File: src/rtl/sort_circuit_pkg.sv
// Shared definitions for the sort circuit and its companion memory model.
// Holds the FSM state encoding, bus response codes and default widths.
package sort_circuit_pkg;

  localparam int unsigned DEF_ADDR_WDTH = 4;
  localparam int unsigned DEF_DATA_WDTH = 32;
  localparam int unsigned DEF_RESP_WDTH = 1;

  localparam logic RESP_OKAY  = 1'b0;
  localparam logic RESP_ERROR = 1'b1;

  typedef enum logic [3:0] {
    StIdle    = 4'd0,
    StRdA     = 4'd1,
    StRdAWait = 4'd2,
    StRdB     = 4'd3,
    StRdBWait = 4'd4,
    StCmp     = 4'd5,
    StWrA     = 4'd6,
    StWrAResp = 4'd7,
    StWrB     = 4'd8,
    StWrBResp = 4'd9,
    StNext    = 4'd10,
    StFin     = 4'd11
  } state_e;

endpackage

File: src/rtl/sort_circuit.sv
// In-place ascending unsigned bubble sort of memory words 0..N-1 over a
// simple valid/ready bus.
// Ports: clk, rst_n (async, active low); arr_size/start request; done/err
// status; ar_*/r_* read channels; aw_*/w_* write channel; b_* response;
// swich_case_default flags an illegal state encoding.
module sort_circuit
  import sort_circuit_pkg::*;
#(
  parameter int unsigned ADDR_WDTH = DEF_ADDR_WDTH,
  parameter int unsigned DATA_WDTH = DEF_DATA_WDTH,
  parameter int unsigned RESP_WDTH = DEF_RESP_WDTH
) (
  input  logic                 clk,
  input  logic                 rst_n,
  input  logic [ADDR_WDTH:0]   arr_size,
  input  logic                 start,
  output logic                 done,
  output logic                 err,
  output logic                 ar_valid,
  input  logic                 ar_ready,
  output logic [ADDR_WDTH-1:0] ar_address,
  input  logic                 r_valid,
  input  logic [DATA_WDTH-1:0] r_data,
  input  logic [RESP_WDTH-1:0] r_resp,
  output logic                 aw_valid,
  input  logic                 aw_ready,
  output logic [ADDR_WDTH-1:0] aw_address,
  output logic                 w_valid,
  output logic [DATA_WDTH-1:0] w_data,
  input  logic                 b_valid,
  output logic                 b_ready,
  input  logic [RESP_WDTH-1:0] b_resp,
  output logic                 swich_case_default
);

  localparam logic [ADDR_WDTH:0]   MaxN     = {1'b1, {ADDR_WDTH{1'b0}}};
  localparam logic [ADDR_WDTH:0]   IdxOne   = {{ADDR_WDTH{1'b0}}, 1'b1};
  localparam logic [ADDR_WDTH:0]   IdxTwo   = IdxOne + IdxOne;
  localparam logic [ADDR_WDTH-1:0] AddrOne  = {{(ADDR_WDTH-1){1'b0}}, 1'b1};

  state_e               state_q, state_d;
  logic [ADDR_WDTH:0]   n_q, n_d;
  logic [ADDR_WDTH:0]   j_q, j_d;
  logic [ADDR_WDTH:0]   pass_q, pass_d;
  logic                 swapped_q, swapped_d;
  logic [DATA_WDTH-1:0] a_q, a_d, b_q, b_d;
  logic                 err_q, err_d;
  logic                 ar_valid_q, ar_valid_d;
  logic [ADDR_WDTH-1:0] ar_addr_q, ar_addr_d;
  logic                 aw_valid_q, aw_valid_d;
  logic [ADDR_WDTH-1:0] aw_addr_q, aw_addr_d;
  logic [DATA_WDTH-1:0] w_data_q, w_data_d;
  logic [ADDR_WDTH:0]   last_j;
  logic [ADDR_WDTH-1:0] j_addr;

  // Index of the final pair compared in the current pass
  assign last_j = n_q - IdxTwo - pass_q;
  assign j_addr = j_q[ADDR_WDTH-1:0];

  always_ff @(posedge clk or negedge rst_n) begin
    if (!rst_n) begin
      state_q    <= StIdle;
      n_q        <= '0;
      j_q        <= '0;
      pass_q     <= '0;
      swapped_q  <= 1'b0;
      a_q        <= '0;
      b_q        <= '0;
      err_q      <= 1'b0;
      ar_valid_q <= 1'b0;
      ar_addr_q  <= '0;
      aw_valid_q <= 1'b0;
      aw_addr_q  <= '0;
      w_data_q   <= '0;
    end else begin
      state_q    <= state_d;
      n_q        <= n_d;
      j_q        <= j_d;
      pass_q     <= pass_d;
      swapped_q  <= swapped_d;
      a_q        <= a_d;
      b_q        <= b_d;
      err_q      <= err_d;
      ar_valid_q <= ar_valid_d;
      ar_addr_q  <= ar_addr_d;
      aw_valid_q <= aw_valid_d;
      aw_addr_q  <= aw_addr_d;
      w_data_q   <= w_data_d;
    end
  end

  always_comb begin
    state_d            = state_q;
    n_d                = n_q;
    j_d                = j_q;
    pass_d             = pass_q;
    swapped_d          = swapped_q;
    a_d                = a_q;
    b_d                = b_q;
    err_d              = err_q;
    ar_valid_d         = ar_valid_q;
    ar_addr_d          = ar_addr_q;
    aw_valid_d         = aw_valid_q;
    aw_addr_d          = aw_addr_q;
    w_data_d           = w_data_q;
    swich_case_default = 1'b0;
    done               = 1'b0;
    b_ready            = 1'b0;

    case (state_q)
      StIdle: begin
        err_d = 1'b0;
        if (start) begin
          n_d = arr_size;
          if (arr_size <= IdxOne) begin
            state_d = StFin;
          end else if (arr_size > MaxN) begin
            err_d   = 1'b1;
            state_d = StFin;
          end else begin
            j_d        = '0;
            pass_d     = '0;
            swapped_d  = 1'b0;
            ar_valid_d = 1'b1;
            ar_addr_d  = '0;
            state_d    = StRdA;
          end
        end
      end

      StRdA: begin
        if (ar_ready) begin
          ar_valid_d = 1'b0;
          state_d    = StRdAWait;
        end
      end

      StRdAWait: begin
        if (r_valid) begin
          if (r_resp != '0) begin
            err_d   = 1'b1;
            state_d = StFin;
          end else begin
            a_d        = r_data;
            ar_valid_d = 1'b1;
            ar_addr_d  = j_addr + AddrOne;
            state_d    = StRdB;
          end
        end
      end

      StRdB: begin
        if (ar_ready) begin
          ar_valid_d = 1'b0;
          state_d    = StRdBWait;
        end
      end

      StRdBWait: begin
        if (r_valid) begin
          if (r_resp != '0) begin
            err_d   = 1'b1;
            state_d = StFin;
          end else begin
            b_d     = r_data;
            state_d = StCmp;
          end
        end
      end

      StCmp: begin
        if (a_q > b_q) begin
          aw_valid_d = 1'b1;
          aw_addr_d  = j_addr;
          w_data_d   = b_q;
          state_d    = StWrA;
        end else begin
          state_d = StNext;
        end
      end

      StWrA: begin
        if (aw_ready) begin
          aw_valid_d = 1'b0;
          state_d    = StWrAResp;
        end
      end

      StWrAResp: begin
        b_ready = 1'b1;
        if (b_valid) begin
          if (b_resp != '0) begin
            err_d   = 1'b1;
            state_d = StFin;
          end else begin
            aw_valid_d = 1'b1;
            aw_addr_d  = j_addr + AddrOne;
            w_data_d   = a_q;
            state_d    = StWrB;
          end
        end
      end

      StWrB: begin
        if (aw_ready) begin
          aw_valid_d = 1'b0;
          state_d    = StWrBResp;
        end
      end

      StWrBResp: begin
        b_ready = 1'b1;
        if (b_valid) begin
          if (b_resp != '0) begin
            err_d   = 1'b1;
            state_d = StFin;
          end else begin
            swapped_d = 1'b1;
            state_d   = StNext;
          end
        end
      end

      StNext: begin
        if (j_q == last_j) begin
          // end of pass: stop early when nothing moved
          if (!swapped_q || pass_q == n_q - IdxTwo) begin
            state_d = StFin;
          end else begin
            pass_d     = pass_q + IdxOne;
            j_d        = '0;
            swapped_d  = 1'b0;
            ar_valid_d = 1'b1;
            ar_addr_d  = '0;
            state_d    = StRdA;
          end
        end else begin
          j_d        = j_q + IdxOne;
          ar_valid_d = 1'b1;
          ar_addr_d  = j_addr + AddrOne;
          state_d    = StRdA;
        end
      end

      StFin: begin
        done = 1'b1;
        if (!start) begin
          err_d   = 1'b0;
          state_d = StIdle;
        end
      end

      default: begin
        swich_case_default = 1'b1;
        err_d              = 1'b0;
        ar_valid_d         = 1'b0;
        aw_valid_d         = 1'b0;
        state_d            = StIdle;
      end
    endcase
  end

  assign err        = err_q;
  assign ar_valid   = ar_valid_q;
  assign ar_address = ar_addr_q;
  assign aw_valid   = aw_valid_q;
  assign w_valid    = aw_valid_q;
  assign aw_address = aw_addr_q;
  assign w_data     = w_data_q;

endmodule

File: config.mk
export PLATFORM = sky130hd
export DESIGN_NAME = sort_circuit
export DESIGN_NICKNAME = d
export VERILOG_FILES = /design/src/rtl/sort_circuit_pkg.sv /design/src/rtl/sort_circuit.sv
export SDC_FILE = /design/constraint.sdc
export NUM_CORES = 1
export LEC_CHECK = 0
export CELL_PAD_IN_SITES_DETAIL_PLACEMENT = 1
export CELL_PAD_IN_SITES_GLOBAL_PLACEMENT = 2
export CORE_MARGIN = 2
export CORE_UTILIZATION = 25
export DETAILED_ROUTE_END_ITERATION = 7
export GPL_ROUTABILITY_DRIVEN = 1
export PLACE_DENSITY = 0.62
export SLEW_MARGIN = 20
export SYNTH_ARGS = -nofsm -noshare
export SYNTH_HDL_FRONTEND = slang
export SYNTH_SLANG_ARGS = --single-unit
File: constraint.sdc
create_clock -name clk -period 9 [get_ports clk]
set_input_delay 1.35 -clock clk [delete_from_list [all_inputs] [get_ports clk]]
set_output_delay 1.35 -clock clk [all_outputs]
set_load 0.01 [all_outputs]
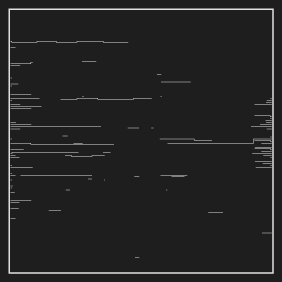
*Metal 3*
Scale: 1.5 px per um.
wire length on this layer: 970 um
nets with wire on the layer: 72
share of all routed wire: 4.2%
main direction: horizontal
longest straight run: 60.0 um
Global Route met3 Usage: 4.00%
WL final: 23.0 mm
vias after detailed routing: 5922

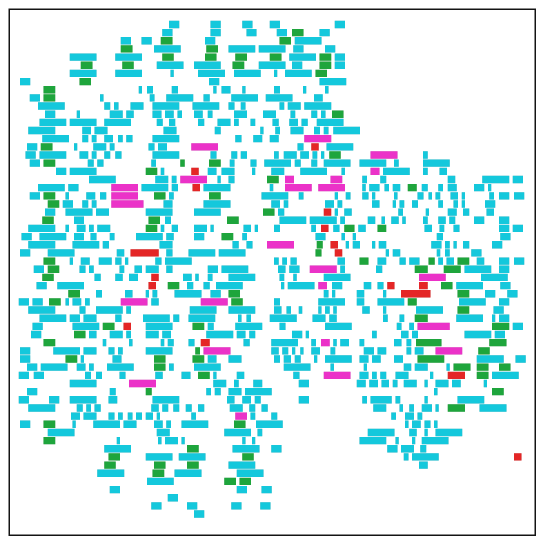
*Sizing map*
Scale: 3 px per um.
[drive 1 or less] cyan | cells: 647 | share: 83% | most used: dfrtp_1
[drive 2] green | cells: 93 | share: 12% | most used: mux2_2
[drive 6 and up] magenta | cells: 25 | share: 3.2% | most used: clkbuf_16
[drive 3 to 4] red | cells: 17 | share: 2.2% | most used: buf_4
final setup margin: 5000 ps
Buffers excl. clock: 101
final instance area: 0.00917 mm2
Syn-to-layout area delta: 25.7%

==> run summary <==
Fp util: 25.4%
PwrDens: 380 mW/mm2
CTS resizes: 0
Dominant register cell: dfrtp_1
VDD IR max: 154 uV
Global-route wire length before repair: 37.4 mm
Placer Congestion: 0.806
Top-count cell post-synth: dfrtp_1
Largest net degree at the start of global routing: 80
Seq share, synth: 43.6%
Crit path required time: 7650 ps
Syn Nets: 783
Ys cells: 697
Max-capacitance violation count: 0
Top cells by count, synth: dfrtp_1 (127), mux2_2 (73), a21oi_1 (57)
Cell Rows: 62
Tool warnings: 26
WHS: 499 ps
I/O pins: 93
Initial antenna violation count: 2
Clk sink count: 127
Worst Hold Class: flip-flop to flip-flop
Die Height: 175 um
Clock root cell: clkbuf_16
Port Buffer Count: 92
Worst Tran Pin Value: 1070 ps
Fin. Hold Viols: 0
Vias in the first global route: 6728
Global route overflow: 0
Routed length per placed instance: 19.7 um
Synthesized area: 0.00729 mm2
Die Wd: 175 um
DR iter-0 viols: 236
CTS tree: done
Max_slew headroom: 28.8%
Share of post-route cells with drive strength above 1: 17.3%
Synth area leaders: dfrtp_1 (44%), mux2_2 (11%), ha_1 (6.7%)
Final core utilization: 31.9%
Post-synth EDFFs: 0
Final nets: 855
Detail Placement HPWL: 15.4 mm
Status: finished, final reports clean
Post-synth top area cell: dfrtp_1
Final setup violation count: 0
Post-CTS Setup Bufs: 0
RSZ-0062 raised after global routing: no
Seq cells post-synth: 127
Chip Footprint: 0.0306 mm2
Chip Area, Yosys: 0.00729 mm2
Vias per Instance: 5.07
Syn Area/Cell: 10.5 um2
Crit. End Element: output port
LEAKAGE: 3.69 nW
Slew Viols, Final: 0
Cell count after synthesis: 697
Hold_buf cts: 0
Latency at later pin: 430 ps
CP startpoint kind: flip-flop
Yosys cell types: 67
Max Root-Sink Buffers: 2
Critical path arrival: 2650 ps
Cells after DPL: 1134
Place WS: 5050 ps
TritonRoute pass-1 iters: 4
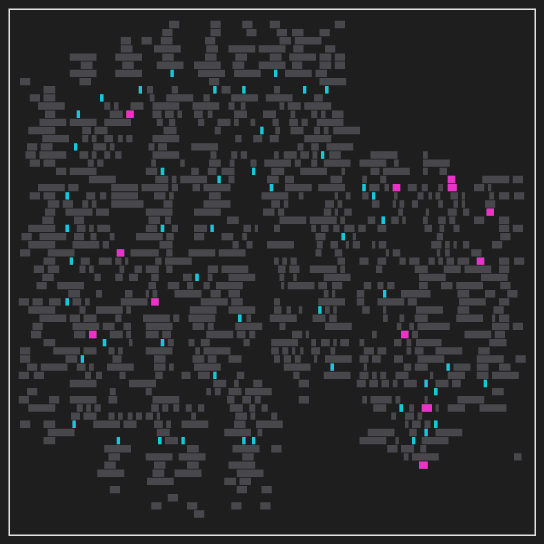
*Logic cells by family*
Scale: 3 px per um.
[inverters] cyan | cells: 49 | most used: inv_1 | where: widely spread
[AND-OR and OR-AND gates] magenta | cells: 12 | most used: a21o_1
commonest non-fill, non-tap cell in the layout: dfrtp_1
Final Non-Filler Cells: 1167
multi-input combinational area share: 40.9%

[cells in the final DEF, fill, tap and decap left out, types with 7 or more instances in the layout]
cell type | synthesis | routed
nand2_1 | 20 | 20
clkbuf_16 | 0 | 17
a21oi_1 | 57 | 57
o311ai_0 | 26 | 26
o211ai_1 | 8 | 8
nand3b_1 | 7 | 7
o21ai_0 | 20 | 20
inv_1 | 49 | 49
clkdlybuf4s50_1 | 0 | 91
nand3_1 | 13 | 12
ha_1 | 39 | 39
dfrtp_1 | 127 | 127
and3_1 | 33 | 33
nand4_1 | 44 | 44
nor2_1 | 20 | 19
buf_4 | 3 | 9
a211oi_1 | 10 | 10
mux2_2 | 73 | 73
[flip-flops by register name, indices dropped and copies added (netlist names)]
| name | count |
|---|---|
| aw_address | 4 |
| b_q | 32 |
| pass_q | 5 |
| j_q | 5 |
| w_data | 32 |
| aw_valid | 1 |
| swapped_q | 1 |
| ar_address | 4 |
| n_q | 5 |
| state_q | 4 |
| err | 1 |
| ar_valid | 1 |
| a_q | 32 |
[layer usage]
layer / up-vias / wire length, um / GRT usage, %
met2: 99 / 11300 / 26.8
met3: 20 / 970 / 4.00
met1: 3041 / 10400 / 19.3
met5: - / 16 / 0
li1: 2760 / - / -
met4: 2 / 286 / 4.17
[where the power goes]
group | switching (mW) | leakage [nW] | internal (mW) | total, mW
clock | 0.285 | 0.280 | 0.412 | 0.697
sequential | 0.253 | 1.50 | 0.809 | 1.06
combinational | 0.931 | 1.91 | 0.793 | 1.72
total | 1.47 | 3.69 | 2.01 | 3.48
[path summary, 6_finish.rpt]
path,from,end,slack (ps),cells past startpoint
max,state_q[3],b_ready,5000,3
min,err,err,500,2
max reg2reg,b_q[13],w_data[1],5120,10
min reg2reg,err,err,500,2
max in group asynchronous,rst_n,w_data[30],6860,2
min in group asynchronous,rst_n,n_q[4],970,1
[logic make-up after synthesis]
group | after synthesis | share of synthesized area (%)
flip-flops | 127 | 43.6
adder cells (fa/ha/maj) | 40 | 6.96
multiplexers | 77 | 11.8
AND-OR/OR-AND | 165 | 15.6
buffers and inverters | 97 | 5.52
AND/OR/NAND/NOR | 178 | 14.4
XOR/XNOR | 13 | 2.20
[cell type report]
type	count	area [um2]
flip-flops and latches	127	3180
diodes	1	2.50
clock buffers	18	429
well taps	384	480
multi-input cells	473	3750
inverters	49	184
clock inverters	14	156
fillers	3244	19500
repair buffers	101	990
[worst max-delay path, cell delays in order (launching register included)]
cell,delay (ps)
dfrtp_1,820
or3b_2,560
a21oi_1,260
clkdlybuf4s50_1,590
[per-stage QoR]
stage | area [um2] | power (mW)
floorplan | 7290 | 2.22
global placement | 8570 | 2.73
detailed placement | 8570 | 2.81
CTS | 9160 | 3.53
global route | 9160 | 3.78
finish | 9170 | 3.48
Power figures rest on the tool's default switching activity, not on a simulated workload.
